ff_map.png
Bar = 100 microns. Other sequential cells in the stronger grey, the rest of the logic in the fainter grey.
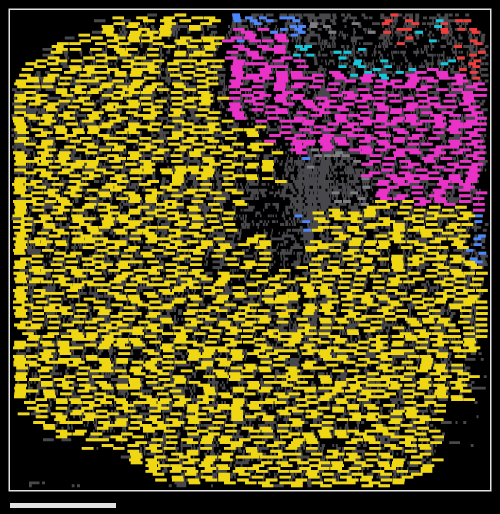
clock_wires.png
Bar = 100 microns.
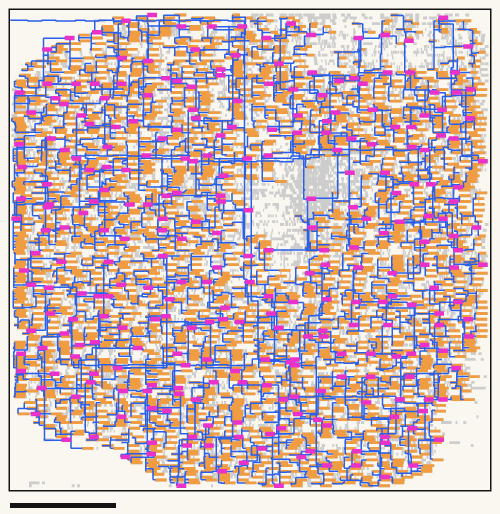
closeup.png
Window x 326 to 356, y 99 to 129 microns. Cells in grey, sequential cells in the stronger grey; small squares are vias.
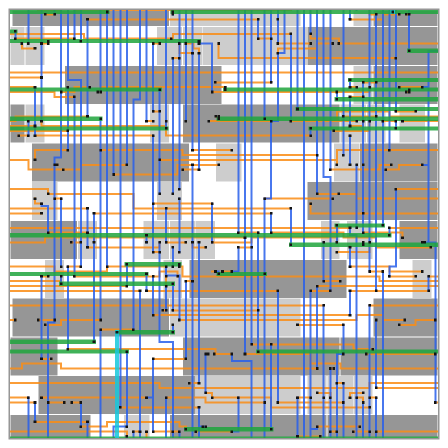
`config.mk`:
```
export PLATFORM = sky130hd
export DESIGN_NAME = inscache
export DESIGN_NICKNAME = d
export VERILOG_FILES = /design/src/rtl/inscache_pkg.sv /design/src/rtl/inscache_array.sv /design/src/rtl/inscache.sv
export SDC_FILE = /design/constraint.sdc
export NUM_CORES = 2
export LEC_CHECK = 0
export ABC_AREA = 1
export CORE_UTILIZATION = 50
export DETAILED_ROUTE_END_ITERATION = 16
export GPL_TIMING_DRIVEN = 0
export PLACE_DENSITY_LB_ADDON = 0.12
export SYNTH_ARGS = -nofsm -noshare
export SYNTH_HDL_FRONTEND = slang
export SYNTH_HIERARCHICAL = 1
export SYNTH_SLANG_ARGS = --single-unit
```
`constraint.sdc`:
```
create_clock -name clk -period 4.1 [get_ports clk]
set_input_delay 0.82 -clock clk [delete_from_list [all_inputs] [get_ports clk]]
set_output_delay 0.82 -clock clk [all_outputs]
set_load 0.05 [all_outputs]
```
`src/rtl/inscache_pkg.sv`:
```
// Shared definitions for the instruction cache: FSM state encoding, default
// geometry and segment bounds, and a helper that derives the tag width.
package inscache_pkg;

  typedef enum logic {
    IDLE = 1'b0,
    FILL = 1'b1
  } state_t;

  localparam int unsigned DEF_LINES     = 16;
  localparam int unsigned DEF_WORDS     = 4;
  localparam logic [31:0] DEF_SEG_BASE  = 32'h0000_0000;
  localparam logic [31:0] DEF_SEG_LIMIT = 32'h0001_0000;

  // Bits left above byte offset, word select and index.
  function automatic int unsigned tag_width(input int unsigned lines,
                                            input int unsigned words);
    return 32'(30 - $clog2(lines) - $clog2(words));
  endfunction

endpackage

```
`src/rtl/inscache_array.sv`:
```
// Tag/valid/data storage for the direct-mapped instruction cache.
// One combinational read port (lookup) and one write port (refill).
// Ports:
//   clk, rst        clock, synchronous active-high reset (valid bits only)
//   flush           clear every valid bit at the edge
//   rd_idx, rd_off  lookup line index and word select
//   rd_valid_c, rd_tag_c, rd_data_c  lookup result (unregistered)
//   wr_en           write wr_data into word wr_off of line wr_idx
//   wr_tag_en       write wr_tag and mark line wr_idx valid
//   wr_idx, wr_off, wr_data, wr_tag  write port payload
module inscache_array import inscache_pkg::*; #(
  parameter int unsigned LINES = DEF_LINES,
  parameter int unsigned WORDS = DEF_WORDS
) (
  input  logic                                   clk,
  input  logic                                   rst,
  input  logic                                   flush,
  input  logic [$clog2(LINES)-1:0]               rd_idx,
  input  logic [$clog2(WORDS)-1:0]               rd_off,
  output logic                                   rd_valid_c,
  output logic [tag_width(LINES, WORDS)-1:0]     rd_tag_c,
  output logic [31:0]                            rd_data_c,
  input  logic                                   wr_en,
  input  logic                                   wr_tag_en,
  input  logic [$clog2(LINES)-1:0]               wr_idx,
  input  logic [$clog2(WORDS)-1:0]               wr_off,
  input  logic [31:0]                            wr_data,
  input  logic [tag_width(LINES, WORDS)-1:0]     wr_tag
);

  localparam int unsigned IDX_W = $clog2(LINES);
  localparam int unsigned OFF_W = $clog2(WORDS);
  localparam int unsigned TAG_W = tag_width(LINES, WORDS);

  logic [LINES-1:0] valid;
  logic [TAG_W-1:0] tags  [LINES];
  logic [31:0]      words [LINES*WORDS];

  // A line being overwritten is invalid until its last word and tag land;
  // flush and reset take priority over the final-beat set.
  always_ff @(posedge clk) begin
    if (rst || flush) begin
      valid <= '0;
    end else if (wr_tag_en) begin
      valid[wr_idx] <= 1'b1;
    end else if (wr_en) begin
      valid[wr_idx] <= 1'b0;
    end
  end

  // Data storage, no reset.
  always_ff @(posedge clk) begin
    if (wr_en) begin
      words[{wr_idx, wr_off}] <= wr_data;
    end
  end

  // Tag storage, no reset.
  always_ff @(posedge clk) begin
    if (wr_tag_en) begin
      tags[wr_idx] <= wr_tag;
    end
  end

  assign rd_valid_c = valid[rd_idx];
  assign rd_tag_c   = tags[rd_idx];
  assign rd_data_c  = words[{rd_idx, rd_off}];

  localparam int unsigned ADDR_W_CHECK = IDX_W + OFF_W;
  if (ADDR_W_CHECK == 0) begin : g_geom_unused
  end

endmodule

```
`src/rtl/inscache.sv`:
```
// Direct-mapped instruction cache with one-cycle lookup, segment check and
// a single outstanding line refill from backing memory.
// Optional build macro: INSCACHE_PERF_EN adds perf_hit / perf_miss counters.
// Ports:
//   clk, rst            clock, synchronous active-high reset
//   i_addr, i_rd        fetch address and request strobe
//   flush               invalidate every line, abort any refill
//   i_data              fetched instruction (held when i_rd is low)
//   i_miss              fetch missed, replay later
//   i_segfault          fetch address outside segment or misaligned
//   mem_addr, mem_rd    refill word address and read request
//   mem_data, mem_vld   refill read data and its valid strobe
//   perf_hit, perf_miss saturating legal hit / miss counts (macro only)
module inscache import inscache_pkg::*; #(
  parameter int unsigned LINES     = DEF_LINES,
  parameter int unsigned WORDS     = DEF_WORDS,
  parameter logic [31:0] SEG_BASE  = DEF_SEG_BASE,
  parameter logic [31:0] SEG_LIMIT = DEF_SEG_LIMIT
) (
  input  logic        clk,
  input  logic        rst,
  input  logic [31:0] i_addr,
  input  logic        i_rd,
  input  logic        flush,
  output logic [31:0] i_data,
  output logic        i_miss,
  output logic        i_segfault,
  output logic [31:0] mem_addr,
  output logic        mem_rd,
  input  logic [31:0] mem_data,
  input  logic        mem_vld
`ifdef INSCACHE_PERF_EN
  ,
  output logic [31:0] perf_hit,
  output logic [31:0] perf_miss
`endif
);

  localparam int unsigned IDX_W  = $clog2(LINES);
  localparam int unsigned OFF_W  = $clog2(WORDS);
  localparam int unsigned TAG_W  = tag_width(LINES, WORDS);
  localparam int unsigned LINE_W = TAG_W + IDX_W;
  localparam logic [OFF_W-1:0] LAST_BEAT = OFF_W'(WORDS - 1);

  state_t              state;
  logic [OFF_W-1:0]    beat;
  logic [OFF_W-1:0]    beat_nxt;
  logic [LINE_W-1:0]   fill_line;

  logic [IDX_W-1:0]    lk_idx;
  logic [OFF_W-1:0]    lk_off;
  logic [TAG_W-1:0]    lk_tag;
  logic                rd_valid_c;
  logic [TAG_W-1:0]    rd_tag_c;
  logic [31:0]         rd_data_c;

  logic                below_base;
  logic                below_limit;
  logic [31:0]         lo_unused;
  logic [31:0]         hi_unused;
  logic                bad_addr;
  logic                legal_rd;
  logic                lk_hit;
  logic                lk_miss;
  logic                wr_en;
  logic                wr_tag_en;

  assign lk_off = i_addr[2 +: OFF_W];
  assign lk_idx = i_addr[2 + OFF_W +: IDX_W];
  assign lk_tag = i_addr[31 -: TAG_W];

  // Unsigned compares via 33-bit borrow so either bound may be zero.
  assign {below_base,  lo_unused} = {1'b0, i_addr} - {1'b0, SEG_BASE};
  assign {below_limit, hi_unused} = {1'b0, i_addr} - {1'b0, SEG_LIMIT};
  assign bad_addr = below_base || !below_limit || (i_addr[1:0] != 2'b00);

  assign legal_rd = i_rd && !bad_addr;
  assign lk_hit   = rd_valid_c && (rd_tag_c == lk_tag);
  assign lk_miss  = legal_rd && !lk_hit;

  // Beats are only accepted while filling; flush abandons the beat.
  assign wr_en     = (state == FILL) && mem_vld && !flush;
  assign wr_tag_en = wr_en && (beat == LAST_BEAT);
  assign beat_nxt  = beat + OFF_W'(1);

  inscache_array #(
    .LINES (LINES),
    .WORDS (WORDS)
  ) u_array (
    .clk        (clk),
    .rst        (rst),
    .flush      (flush),
    .rd_idx     (lk_idx),
    .rd_off     (lk_off),
    .rd_valid_c (rd_valid_c),
    .rd_tag_c   (rd_tag_c),
    .rd_data_c  (rd_data_c),
    .wr_en      (wr_en),
    .wr_tag_en  (wr_tag_en),
    .wr_idx     (fill_line[IDX_W-1:0]),
    .wr_off     (beat),
    .wr_data    (mem_data),
    .wr_tag     (fill_line[LINE_W-1 -: TAG_W])
  );

  // Lookup response and refill FSM.
  always_ff @(posedge clk) begin
    if (rst) begin
      state      <= IDLE;
      beat       <= '0;
      fill_line  <= '0;
      i_data     <= '0;
      i_miss     <= 1'b0;
      i_segfault <= 1'b0;
      mem_rd     <= 1'b0;
      mem_addr   <= '0;
    end else begin
      i_miss     <= 1'b0;
      i_segfault <= 1'b0;
      if (i_rd) begin
        if (bad_addr) begin
          i_segfault <= 1'b1;
          i_data     <= '0;
        end else if (lk_hit) begin
          i_data     <= rd_data_c;
        end else begin
          i_miss     <= 1'b1;
        end
      end

      case (state)
        IDLE: begin
          // A coincident flush suppresses the refill.
          if (lk_miss && !flush) begin
            state     <= FILL;
            fill_line <= i_addr[31 -: LINE_W];
            beat      <= '0;
            mem_rd    <= 1'b1;
            mem_addr  <= {i_addr[31 -: LINE_W], {OFF_W{1'b0}}, 2'b00};
          end
        end
        FILL: begin
          if (flush) begin
            state  <= IDLE;
            beat   <= '0;
            mem_rd <= 1'b0;
          end else if (mem_vld) begin
            beat <= beat_nxt;
            if (beat == LAST_BEAT) begin
              state  <= IDLE;
              mem_rd <= 1'b0;
            end else begin
              mem_addr <= {fill_line, beat_nxt, 2'b00};
            end
          end
        end
        default: state <= IDLE;
      endcase
    end
  end

`ifdef INSCACHE_PERF_EN
  // Saturating legal hit / miss counters; flush leaves them alone.
  always_ff @(posedge clk) begin
    if (rst) begin
      perf_hit  <= '0;
      perf_miss <= '0;
    end else begin
      if (legal_rd && lk_hit && (perf_hit != '1)) begin
        perf_hit <= perf_hit + 32'd1;
      end
      if (lk_miss && (perf_miss != '1)) begin
        perf_miss <= perf_miss + 32'd1;
      end
    end
  end
`endif

endmodule

```
==> impl_metrics.json <==
{
  "setup_slack_ps": -129,
  "max_cap_viol_count": 0,
  "number_of_register_bits_inferred_by_synthesis": 2544,
  "synth_seq_share_pct": 73.4,
  "grt_max_degree": 65,
  "reg_top3": "u_array/words: 2048 flops, u_array/tags: 384 flops, i_data: 32 flops",
  "setup.worst_path.end_class": "flip-flop",
  "routed_wire_length_per_instance_microns": 34.0,
  "rsz0062_at_grt": "false",
  "post_cts.resized_instances": 84,
  "grt_util_met3_pct": 11.4,
  "max_flop_register": "u_array/words",
  "post-route-drc-count": 0,
  "layout.non_clock_inverters": 148,
  "slew_headroom_pct": 8.39,
  "met3_length_microns": 61400,
  "fillers": 16328,
  "critical_path_required_ps": 4980,
  "final_std_cell_area_no_fill_sq_um": 120000,
  "top_cell_area_share_pct": 71.2,
  "layout.non_clock_buffers": 855,
  "post_synth_num_cell_types": 31,
  "net-switching-power_mw": 13.4,
  "yosys-dominant-comb-family": "simple AND/OR/NAND/NOR gates",
  "ys_sh_xor_pct": 0.0342,
  "worst_path_max_delay_cell": "clkbuf_1",
  "path_cells": "clkdlybuf4s50_1, buf_4, inv_2, buf_4, clkbuf_1, nand3_1, nand3_1, nand3_1, nand2_1, nand2_1, nand2_1, nand2_1, nand3_1, nand2_1, nor2_1",
  "initial_antenna_violation_count": 37,
  "largest_register_ffs": 2048,
  "detailed_place_hpwl_microns": 286000,
  "rrSetupSlack_ps": 170,
  "place_inst": 11629,
  "layout.cells.non_filler": 12136,
  "static-leakage-power_nw": 43.0,
  "outcome": "finished, violations left",
  "warnings": 29,
  "bufs_and_invs_on_worst_path": 5,
  "htreeDepth": 5,
  "crit-reg2reg-capture": "u_array/tags[12][17]",
  "intPower_mw": 43.4,
  "violations": "setup timing",
  "initial_core_util_pct": 50.5,
  "gr-usage-met1_pct": 54.2,
  "area.combinational_sq_um": 24500,
  "switching_share_of_power_pct": 23.6,
  "gp_congestion": 1.02,
  "power-per-cell-area_nw_per_um2": 474,
  "final-hold-violation-count": 0,
  "global_route_overflow": 0,
  "worst_setup_hold_path_clk_slew_ps": 60,
  "synth.area.mux_share_pct": 0,
  "ff2ff_path_depth": 7,
  "reg2reg_from": "beat[0]",
  "maxUsedRoutingLayer": "met5",
  "nonClkBufAreaFrac_pct": 6.31,
  "postPlaceCellArea_sq_um": 111000,
  "routed_wl_microns": 413000,
  "clock_buffer_count": 367,
  "crit_path_cell_count": 15,
  "final_setup_fails": 4,
  "dominant_cell_type_by_count_on_the_critical_path": "nand2_1",
  "initialDrtViolationCount": 13684,
  "async_reset_ff_share_pct": 0
}
Notes on ff_map.png above:
[cyan] `fill_line` | sequential cells: 28 | where: north-east
[blue] `i_data` | sequential cells: 32
[red] `mem_addr` | sequential cells: 30 | where: north-east
[magenta] `u_array/tags` | sequential cells: 384
[yellow] `u_array/words` | sequential cells: 2048 | where: widely spread
not coloured: 22
sequential power: 28.4 mW
sequential fraction of total cell area: 62.8%
core occupancy in the finished layout: 59.1%
Reg area: 75300 sq um

Notes on clock_wires.png above:
[orange] flip-flops | count: 2544
[magenta] clock-net drivers | count: 285
[blue] clock wires | length: 29.9 mm
flops lie: widely spread
routed clock nets: 286
Worst-Skew Late Latency: 960 ps
maximum clock skew at final layout: 49.9 ps
Clk. pwr: 24.3 mW
Clock power frac: 42.8%

Notes on closeup.png above:
[cyan] M4
[blue] M2
[green] M3
[orange] M1
sequential cells in the window: 13
netlist names of flops here include: `u_array/words` (13)
most frequent: nand2_1 (14), edfxtp_1 (13), nand3_1 (10)
cells with their middle in the window: 43

No activity file was given, so power comes from the tool's default toggle rates.
